## src/rtl/uart_pkg.sv

```systemverilog
// Shared definitions for the UART transmit path: FSM state encoding,
// parity type codes and the fixed line levels of the start and stop bits.
package uart_pkg;

    typedef enum logic [2:0] {
        IDLE   = 3'd0,
        START  = 3'd1,
        DATA   = 3'd2,
        PARITY = 3'd3,
        STOP   = 3'd4
    } tx_state_e;

    localparam logic PAR_EVEN  = 1'b0;
    localparam logic PAR_ODD   = 1'b1;
    localparam logic START_BIT = 1'b0;
    localparam logic STOP_BIT  = 1'b1;

    // Parity bit placed on the line: XOR of the payload, inverted for odd parity.
    function automatic logic parity_bit(input logic data_xor, input logic par_typ);
        return (par_typ == PAR_ODD) ? ~data_xor : data_xor;
    endfunction

endpackage

```

## src/rtl/uart_tx_parity_calc.sv

```systemverilog
// Parity register for the UART transmitter. The parity of a word is computed
// once, at the moment the word is accepted for transmission, so the serializer
// only has to read a single stored bit when it reaches the parity slot.
module uart_tx_parity_calc
    import uart_pkg::*;
#(
    parameter int DATA_WIDTH = 8
) (
    input  logic                  clk_i,
    input  logic                  rst_ni,
    input  logic                  load_i,
    input  logic [DATA_WIDTH-1:0] data_i,
    input  logic                  par_typ_i,
    output logic                  parity_o
);

    logic parity_q;
    logic parity_d;

    // Capture the parity of the incoming word only when a new word is loaded.
    always_comb begin
        parity_d = parity_q;
        if (load_i) begin
            parity_d = parity_bit(^data_i, par_typ_i);
        end
    end

    // Parity storage; cleared by reset.
    always_ff @(posedge clk_i or negedge rst_ni) begin
        if (!rst_ni) begin
            parity_q <= 1'b0;
        end else begin
            parity_q <= parity_d;
        end
    end

    assign parity_o = parity_q;

endmodule

```

## src/rtl/uart_tx_frame_serializer.sv

```systemverilog
// UART transmitter running on the bit clock: one serial bit per CLK cycle.
// Frame = start bit, DATA_WIDTH data bits LSB first, optional parity bit,
// one stop bit. A word offered while the stop bit is on the line starts the
// next frame immediately, with no idle cycle in between.
// Optional feature: define UART_TX_HOLD_BUF_EN to add a one-entry holding
// buffer that accepts a word while a frame is still being sent.
module uart_tx_frame_serializer
    import uart_pkg::*;
#(
    parameter int DATA_WIDTH = 8
) (
    input  logic                  CLK,
    input  logic                  RST,
    input  logic [DATA_WIDTH-1:0] P_DATA,
    input  logic                  Data_Valid,
    input  logic                  PAR_EN,
    input  logic                  PAR_TYP,
    output logic                  TX_OUT,
    output logic                  Busy,
    output logic                  Buf_Full
);

    localparam int CNT_W = $clog2(DATA_WIDTH);
    localparam logic [CNT_W-1:0] LAST_IDX = CNT_W'(DATA_WIDTH - 1);

    tx_state_e             state_q, state_d;
    logic [CNT_W-1:0]      cnt_q, cnt_d;
    logic [DATA_WIDTH-1:0] data_q, data_d;
    logic                  par_en_q, par_en_d;
    logic                  tx_q, tx_d;
    logic                  busy_q, busy_d;

    logic                  load;
    logic [DATA_WIDTH-1:0] ld_data;
    logic                  ld_par_en;
    logic                  ld_par_typ;
    logic                  parity;

`ifdef UART_TX_HOLD_BUF_EN
    logic [DATA_WIDTH-1:0] buf_data_q, buf_data_d;
    logic                  buf_par_en_q, buf_par_en_d;
    logic                  buf_par_typ_q, buf_par_typ_d;
    logic                  buf_full_q, buf_full_d;
`endif

    uart_tx_parity_calc #(
        .DATA_WIDTH(DATA_WIDTH)
    ) u_parity (
        .clk_i    (CLK),
        .rst_ni   (RST),
        .load_i   (load),
        .data_i   (ld_data),
        .par_typ_i(ld_par_typ),
        .parity_o (parity)
    );

    // Next-state logic: frame sequencing, word acceptance and the holding buffer.
    always_comb begin
        state_d    = state_q;
        cnt_d      = cnt_q;
        data_d     = data_q;
        par_en_d   = par_en_q;
        load       = 1'b0;
        ld_data    = P_DATA;
        ld_par_en  = PAR_EN;
        ld_par_typ = PAR_TYP;
`ifdef UART_TX_HOLD_BUF_EN
        buf_data_d    = buf_data_q;
        buf_par_en_d  = buf_par_en_q;
        buf_par_typ_d = buf_par_typ_q;
        buf_full_d    = buf_full_q;
`endif

        unique case (state_q)
            IDLE: begin
                if (Data_Valid) begin
                    load = 1'b1;
                end
            end
            START: begin
                state_d = DATA;
                cnt_d   = '0;
            end
            DATA: begin
                if (cnt_q == LAST_IDX) begin
                    cnt_d   = '0;
                    state_d = par_en_q ? PARITY : STOP;
                end else begin
                    cnt_d = cnt_q + 1'b1;
                end
            end
            PARITY: begin
                state_d = STOP;
            end
            STOP: begin
                state_d = IDLE;
`ifdef UART_TX_HOLD_BUF_EN
                if (buf_full_q) begin
                    load       = 1'b1;
                    ld_data    = buf_data_q;
                    ld_par_en  = buf_par_en_q;
                    ld_par_typ = buf_par_typ_q;
                    if (Data_Valid) begin
                        buf_data_d    = P_DATA;
                        buf_par_en_d  = PAR_EN;
                        buf_par_typ_d = PAR_TYP;
                    end else begin
                        buf_full_d = 1'b0;
                    end
                end else if (Data_Valid) begin
                    load = 1'b1;
                end
`else
                if (Data_Valid) begin
                    load = 1'b1;
                end
`endif
            end
            default: begin
                state_d = IDLE;
            end
        endcase

`ifdef UART_TX_HOLD_BUF_EN
        if ((state_q == START || state_q == DATA || state_q == PARITY) &&
            Data_Valid && !buf_full_q) begin
            buf_data_d    = P_DATA;
            buf_par_en_d  = PAR_EN;
            buf_par_typ_d = PAR_TYP;
            buf_full_d    = 1'b1;
        end
`endif

        if (load) begin
            state_d  = START;
            cnt_d    = '0;
            data_d   = ld_data;
            par_en_d = ld_par_en;
        end
    end

    // Line level and busy flag for the upcoming cycle, derived from the next state.
    always_comb begin
        tx_d   = STOP_BIT;
        busy_d = (state_d != IDLE);
        unique case (state_d)
            IDLE:    tx_d = STOP_BIT;
            START:   tx_d = START_BIT;
            DATA:    tx_d = data_d[cnt_d];
            PARITY:  tx_d = parity;
            STOP:    tx_d = STOP_BIT;
            default: tx_d = STOP_BIT;
        endcase
    end

    // State, counter, capture registers and registered outputs; reset drops any frame.
    always_ff @(posedge CLK or negedge RST) begin
        if (!RST) begin
            state_q  <= IDLE;
            cnt_q    <= '0;
            data_q   <= '0;
            par_en_q <= 1'b0;
            tx_q     <= 1'b1;
            busy_q   <= 1'b0;
        end else begin
            state_q  <= state_d;
            cnt_q    <= cnt_d;
            data_q   <= data_d;
            par_en_q <= par_en_d;
            tx_q     <= tx_d;
            busy_q   <= busy_d;
        end
    end

`ifdef UART_TX_HOLD_BUF_EN
    // Holding buffer registers for the word waiting behind the current frame.
    always_ff @(posedge CLK or negedge RST) begin
        if (!RST) begin
            buf_data_q    <= '0;
            buf_par_en_q  <= 1'b0;
            buf_par_typ_q <= 1'b0;
            buf_full_q    <= 1'b0;
        end else begin
            buf_data_q    <= buf_data_d;
            buf_par_en_q  <= buf_par_en_d;
            buf_par_typ_q <= buf_par_typ_d;
            buf_full_q    <= buf_full_d;
        end
    end

    assign Buf_Full = buf_full_q;
`else
    assign Buf_Full = 1'b0;
`endif

    assign TX_OUT = tx_q;
    assign Busy   = busy_q;

endmodule

```

## config.mk

```make
export PLATFORM = sky130hd
export DESIGN_NAME = uart_tx_frame_serializer
export DESIGN_NICKNAME = d
export VERILOG_FILES = /design/src/rtl/uart_pkg.sv /design/src/rtl/uart_tx_parity_calc.sv /design/src/rtl/uart_tx_frame_serializer.sv
export SDC_FILE = /design/constraint.sdc
export NUM_CORES = 1
export LEC_CHECK = 0
export CORE_MARGIN = 1.5
export CORE_UTILIZATION = 55
export CTS_BUF_LIST = sky130_fd_sc_hd__clkbuf_8
export DETAILED_ROUTE_END_ITERATION = 12
export PLACE_DENSITY = 0.81
export REMOVE_ABC_BUFFERS = 1
export SYNTH_ARGS = -nofsm -noshare
export SYNTH_HDL_FRONTEND = slang
export SYNTH_HIERARCHICAL = 1
export SYNTH_SLANG_ARGS = --single-unit
```

## constraint.sdc

```tcl
create_clock -name CLK -period 5.6 [get_ports CLK]
set_input_delay 0.56 -clock CLK [delete_from_list [all_inputs] [get_ports CLK]]
set_output_delay 0.56 -clock CLK [all_outputs]
set_load 0.005 [all_outputs]
```

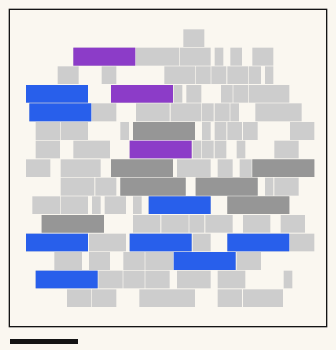
run_1/ff_map.png
The bar under the picture is 10 um long.
- `cnt_q`: purple (sequential cells 3)
- `data_q`: blue (sequential cells 8)
- not colored: 7

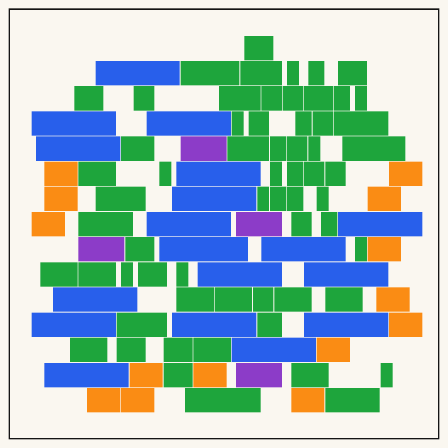
run_1/class_map.png
- registers: blue (cells 18; share of their area 38%)
- remaining buffers and delay cells: orange (cells 14; share of their area 12%)
- remaining logic cells: green (cells 62; share of their area 45%)
- clock drivers and dummy loads: purple (cells 4; share of their area 4.7%)

==> CHANGELOG.md, run 1 <==
## Flow update

- PD cells: 502 mW/mm^2
- Tot Pwr: 0.608 mW
- Reg2reg path depth: 5
- Htree depth: 1
- Busiest grt layer: met2
- Tot GR Track Use: 0.201
- First-pass GRT wire length: 2.95 mm
- Crit path DAT: 2640 ps
- Asr flop ratio synth: 1.00
- Post-Place Setup Slack: 2870 ps
- Die width: 46.3 um
- CTS tree: yes
- Grt ovf: 0
- GR Util met2: 0.328
- Skew-Pair Late Insertion Delay: 250 ps
- R2R Path End: TX_OUT
- DR vias/cell: 5.52
- Nets: 115
- # diodes: 0
- Synth top cells by count: dfrtp_1, mux2_2, a21oi_1, nand2_1
- Ys Warns: 6
- Fraction of layout instances using a drive strength above 1: 0.255
- Fillers: 134
- Number of synthesized flops with an enable pin: 0
- Slowest cell on the critical path: clkdlybuf4s50_1
- Top cell excl fill/tap: dfrtp_1
- Leading cell type by number of instances after synthesis: dfrtp_1
- Initial antenna violation count: 0
- Synthesized registers: 18
- Hold_sp: u_parity/parity_o
- Top cells by area: dfrtp_1, mux2_2, ha_1, buf_6, xnor2_2
- Yosys chip area: 0.00103 sq mm
- Final core utilization: 0.693
- Total CTS buffers: 3
- Max_cap viols: 0
- Cell type with the largest total area: dfrtp_1
- Worst path max stage delay: 540 ps
- Cell area after synthesis: 0.00103 sq mm
- Met3 GRT Util: 0.0510
- Wirelength per Cell: 13.8 um
- R2R setup slack: 3430 ps
- Area share, top type: 0.413
- Most used cell, CP: mux2_2
- Pins Over Slew Limit: 0
- Worst hold path class: reg -> reg
- Port-buffer cells: 14
- Reg clk slew, reported paths: 70 ps
- Clk_skew: 1.97 ps
- Hold path cells: 2
- Synth cell types: 34
- Routing usage on met1: 0.254
- Vias: 679
- Post-DRT Antenna Nets: 0
- First-pass iteration count of the detailed router: 4
- CP Data Required Time: 5770 ps
- Critical Path Sink: TX_OUT
- Initial Util: 0.590
- Path type of the worst setup path: in -> reg
- Ys cells: 85
- Worst setup margin: 3140 ps
- # rows: 15
- Clock Sinks: 18
- Max IR drop VDD: 0.000337 V
- Tmin final: 2460 ps
- Post-cts hold-fix buffer tally: 0
- OpenROAD warning count: 26
- F_max: 0.406 GHz
- Crit path max fanout: 11
- Post-CTS setup buffers: 0
- Syn-to-layout area delta: 17.5%
- Dpl hpwl: 1.30 mm
- Initial DRC count: 6
- Vias in the first global route: 677
- Core area: 0.00175 sq mm
- Worst setup SP type: input pin
- Bufs on Longest Clock Path: 2
- Hold Path End: TX_OUT
- Most numerous logic cells after layout: dfrtp_1, clkdlybuf4s50_1, mux2_2
- Final tally of setup violations: 0
- Synth Seq Share: 0.439
- I/O Pins: 16
- Largest net degree at the start of global routing: 19
- CP bufs+invs: 1
- Leakage power: 0.514 nW
- Die Area: 0.00214 sq mm
- Post-route insts no fill: 123
- Post-CTS Resized: 0
- Status: finished clean
- Chip height: 46.3 um
- Critical path, cell by cell: clkdlybuf4s50_1, nor3b_4, mux2_2, mux2_2, a31oi_1, a32oi_1
- Final hold vios: 0
- Post-placement cell count: 119
- Commonest flop: dfrtp_1
- WL final: 1.70 mm
- Slew margin rel.: 0.496
- RSZ-0062 raised after global routing: no
- Final cycle utilization of the critical path: 0.440
- Clock Tree Root: clkbuf_8
- Avg Inst Size Synth: 12.1 sq um
- DRC violations left: 0
- Worst setup path startpoint: Data_Valid
- Critical path capture point type: register
- Setup TNS: 0 ps
- CP top delay family: multiplexers
- Critical path depth: 6
- GPL Wtd Cong: 0.872
- Crit Reg-Reg Startpoint: state_q[1]
- Worst-margin pin slew: 754 ps
- Mapped Cells: 85
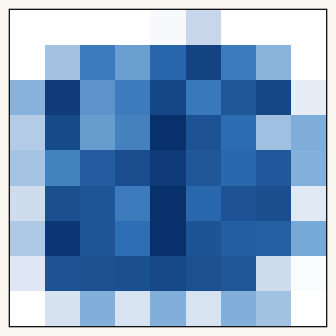
run_1/util_map.png
The die is cut into 9 by 9 equal tiles; white is low, dark blue is high, 0 to 100% covered.
- densest ninth of the die: middle
- tiles over 75% full: 43%
- fullest tile: 100%
- mean over tiles: 55%
- nearly empty tiles: 14%

[run 1: layer usage]
layer  vias to the layer above  routed length, um
li1                        324                  -
met4                         0                 26
met2                        25                838
met5                         -                  0
met1                       325                735
met3                         5                100
[run 1: metrics by stage]
stage	instance area [sq um]	hold WS, ps
2_1_floorplan	983	264
3_3_place_gp	1150	472
3_5_place_dp	1150	475
4_1_cts	1210	483
5_1_grt	1210	515
6_report	1210	480
[run 1: tightest hold or removal path: stages (launching register included)]
cell     delay [ps]
dfrtp_1         370
nand2_1          60
a32oi_1          50
[run 1: state kept, by name (all words and copies together) (netlist names)]
register	count
data_q	8
cnt_q	3
state_q	3
Busy	1
TX_OUT	1
par_en_q	1
u_parity/parity_o	1
[run 1: logic make-up after synthesis]
| family | count (synthesis) | synth area share |
|---|---|---|
| flip-flops | 18 | 0.439 |
| AND/OR/NAND/NOR | 18 | 0.106 |
| other | 1 | 0.00364 |
| multiplexers | 13 | 0.148 |
| AND-OR/OR-AND | 16 | 0.120 |
| buffers and inverters | 9 | 0.0595 |
| XOR/XNOR | 7 | 0.0875 |
| adder cells (fa/ha/maj) | 3 | 0.0365 |
[run 1: layout make-up]
class                           count  area (sq um)  share of cell area
Inverter                            4          15.0              0.0124
Clock buffer                        4          55.1              0.0455
Tap cell                           25          31.3              0.0259
Multi-Input combinational cell     58           517               0.427
Sequential cell                    18           452               0.373
Timing Repair Buffer               14           140               0.116
[run 1: report_power, final]
group / switching (mW) / total [mW] / internal [mW]
clock: 0.0419 / 0.104 / 0.0625
sequential: 0.0445 / 0.238 / 0.193
combinational: 0.120 / 0.265 / 0.145
total: 0.207 / 0.608 / 0.401
--- run 2 (diff from run 1) ---
Clock period 5.6 ns to 2.5 ns, I/O delays scaled along.
==> run 2 against run 1 <==
Worst hold slack lost 23 ps; sequential share of layout area grew 0.077 points; cell count rose by 0.81%; largest cell class unchanged; register-to-register slack got worse by 3000 ps; clock skew grew 1.0 ps; synthesized area did not move; sequential power grew 130%.
==> CHANGELOG.md, run 2 <==
## Flow update

- Status: finished clean
- Pins Over Slew Limit: 0 (unchanged)
- Final cycle utilization of the critical path: 0.837
- Area share, top type: 0.413 (unchanged)
- Synth top cells by count: dfrtp_1, mux2_2, a21oi_1, nand2_1
- Final hold vios: 0 (unchanged)
- # diodes: 0 (unchanged)
- Total CTS buffers: 3 (unchanged)
- Post-placement cell count: 120 (+0.84%)
- Nets: 116 (+0.87%)
- P_int: 0.874 mW (+120%)
- Biggest register: data_q
- Final instance area: 0.00121 sq mm (-0.21%)
- Tot GR Track Use: 0.205 (+0.00392)
- Tmin final: 2090 ps
- Vias: 670 (-1.3%)
- Met2 wire length: 882 um (+5.3%)
- Die Area: 0.00214 sq mm (unchanged)
- CP Data Required Time: 2660 ps (-3110 ps)
- Htree depth: 1 (unchanged)
- Reg2reg path depth: 8 (+3)
- Clock Tree Root: clkbuf_8
- Fraction of layout instances using a drive strength above 1: 0.253 (-0.00258)
- Top sig layer: met4
- Sequential Power Share: 0.401 (+0.009)
- Skew-Pair Late Insertion Delay: 250 ps (about the same)
- Setup TNS: 0 ps (unchanged)
- F_max: 0.478 GHz
- Mapped Cells: 85 (unchanged)
- I/O Pins: 16 (unchanged)
- GR Util met2: 0.319 (-0.00833)
- R2R setup slack: 410 ps (-3020 ps)
- Initial DRC count: 10 (+4)
- Met1 wire length: 778 um (+5.9%)
- Cell type with the largest total area: dfrtp_1
- Worst setup margin: 407 ps (-2730 ps)
- Syn-to-layout area delta: 17.3%
- Post-route insts no fill: 124 (+0.81%)
- Logic pwr share: 0.453 (+0.016)
- WL final: 1.78 mm (+4.6%)
- Met3 WL: 79 um (-21%)
- RSZ-0062 raised after global routing: no
- PD cells: 1110 mW/mm^2 (+120%)
- DRC violations left: 0 (unchanged)
- Largest regs: data_q (8), cnt_q (3), state_q (3)
- GPL Wtd Cong: 0.860 (-1.4%)
- Yosys chip area: 0.00103 sq mm (unchanged)
- Clk network pwr share: 0.146 (-0.026)
- Routing usage on met1: 0.253 (-0.000636)
- Synth cell types: 34 (unchanged)
- Post-cts hold-fix buffer tally: 0 (unchanged)
- Commonest flop: dfrtp_1
- Critical path capture point type: register
- Die width: 46.3 um (unchanged)
- Post-CTS setup buffers: 0 (unchanged)
- Largest net degree at the start of global routing: 19 (unchanged)
- Worst hold path class: in -> async
- Fillers: 141 (+5.2%)
- Placed cell areas: 0.00116 sq mm (+0.65%)
- Crit path DAT: 2250 ps (-390 ps)
- Number of synthesized flops with an enable pin: 0 (unchanged)
- Bufs on Longest Clock Path: 2 (unchanged)
- Cell area after synthesis: 0.00103 sq mm (unchanged)
- Path type of the worst setup path: reg -> reg
- Post-CTS Resized: 0 (unchanged)
- Final tally of setup violations: 0 (unchanged)
- Met3 GRT Util: 0.0549 (+0.00392)
- DR vias/cell: 5.40 (-2.1%)
- Crit Reg-Reg Startpoint: cnt_q[0]
- R2R Path End: TX_OUT
- Max_cap viols: 0 (unchanged)
- Busiest grt layer: met2
- Sw Ratio: 0.347 (+0.00706)
- Leading cell type by number of instances after synthesis: dfrtp_1
- Chip height: 46.3 um (unchanged)
- Grt ovf: 0 (unchanged)
- P_sw: 0.465 mW (+120%)
[run 2: cell counts after synthesis]
No cell type changed its count.
[run 2: worst max-delay path by stage]
stage / start / endpoint
floorplan: state_q[1] / TX_OUT
global placement: Data_Valid / TX_OUT
detailed placement: Data_Valid / TX_OUT
CTS: cnt_q[0] / TX_OUT
global route: cnt_q[0] / TX_OUT
finish: cnt_q[0] / TX_OUT
[run 2: worst max-delay path, cell delays in order (launching register included)]
cell	delay, ps
dfrtp_1	400
ha_1	230
ha_1	200
nor4_1	310
a21oi_2	120
inv_2	100
mux2_2	330
a32oi_1	190
a32oi_1	130
[run 2: layout make-up]
cell class                 count  area (sq um)  share of cell area
clock inverter                 1          3.75             0.00311
clock buffer                   3          41.3              0.0342
tap                           25          31.3              0.0259
sequential                    18           452               0.374
inverter                       4          15.0              0.0124
timing repair buffer          15           148               0.122
multi-input combinational     58           517               0.428
[run 2: power by group through the flow]
stage	Clock, mW	Combinational, mW	Sequential (mW)
global route	0.217	0.668	0.553
finish	0.196	0.606	0.537
floorplan	0	0.446	0.516
detailed placement	0	0.601	0.539
global placement	0	0.584	0.534
CTS	0.203	0.609	0.535
[run 2: cell families (layout without fill, tap and decap cells)]
| kind of cell | Yosys count | count (layout) | share of synthesized area |
|---|---|---|---|
| fa+ha+maj | 3 | 3 | 0.0365 |
| other cells | 1 | 1 | 0.00364 |
| compound gates | 16 | 16 | 0.120 |
| flops | 18 | 18 | 0.439 |
| mux | 13 | 13 | 0.148 |
| xor+xnor | 7 | 7 | 0.0875 |
| simple gates | 18 | 18 | 0.106 |
| buf+inv | 9 | 23 | 0.0595 |
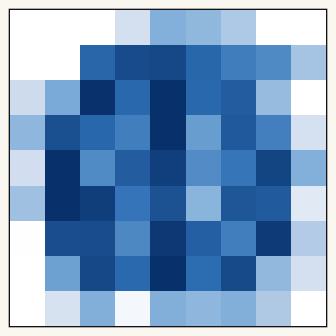
run_2/util_map.png
The die is cut into 9 by 9 equal tiles; white is low, dark blue is high, 0 to 100% covered.
Initial Util: 0.590
core area: 0.00175 sq mm
final core utilization: 0.692

Power and IR drop assume default switching activity.
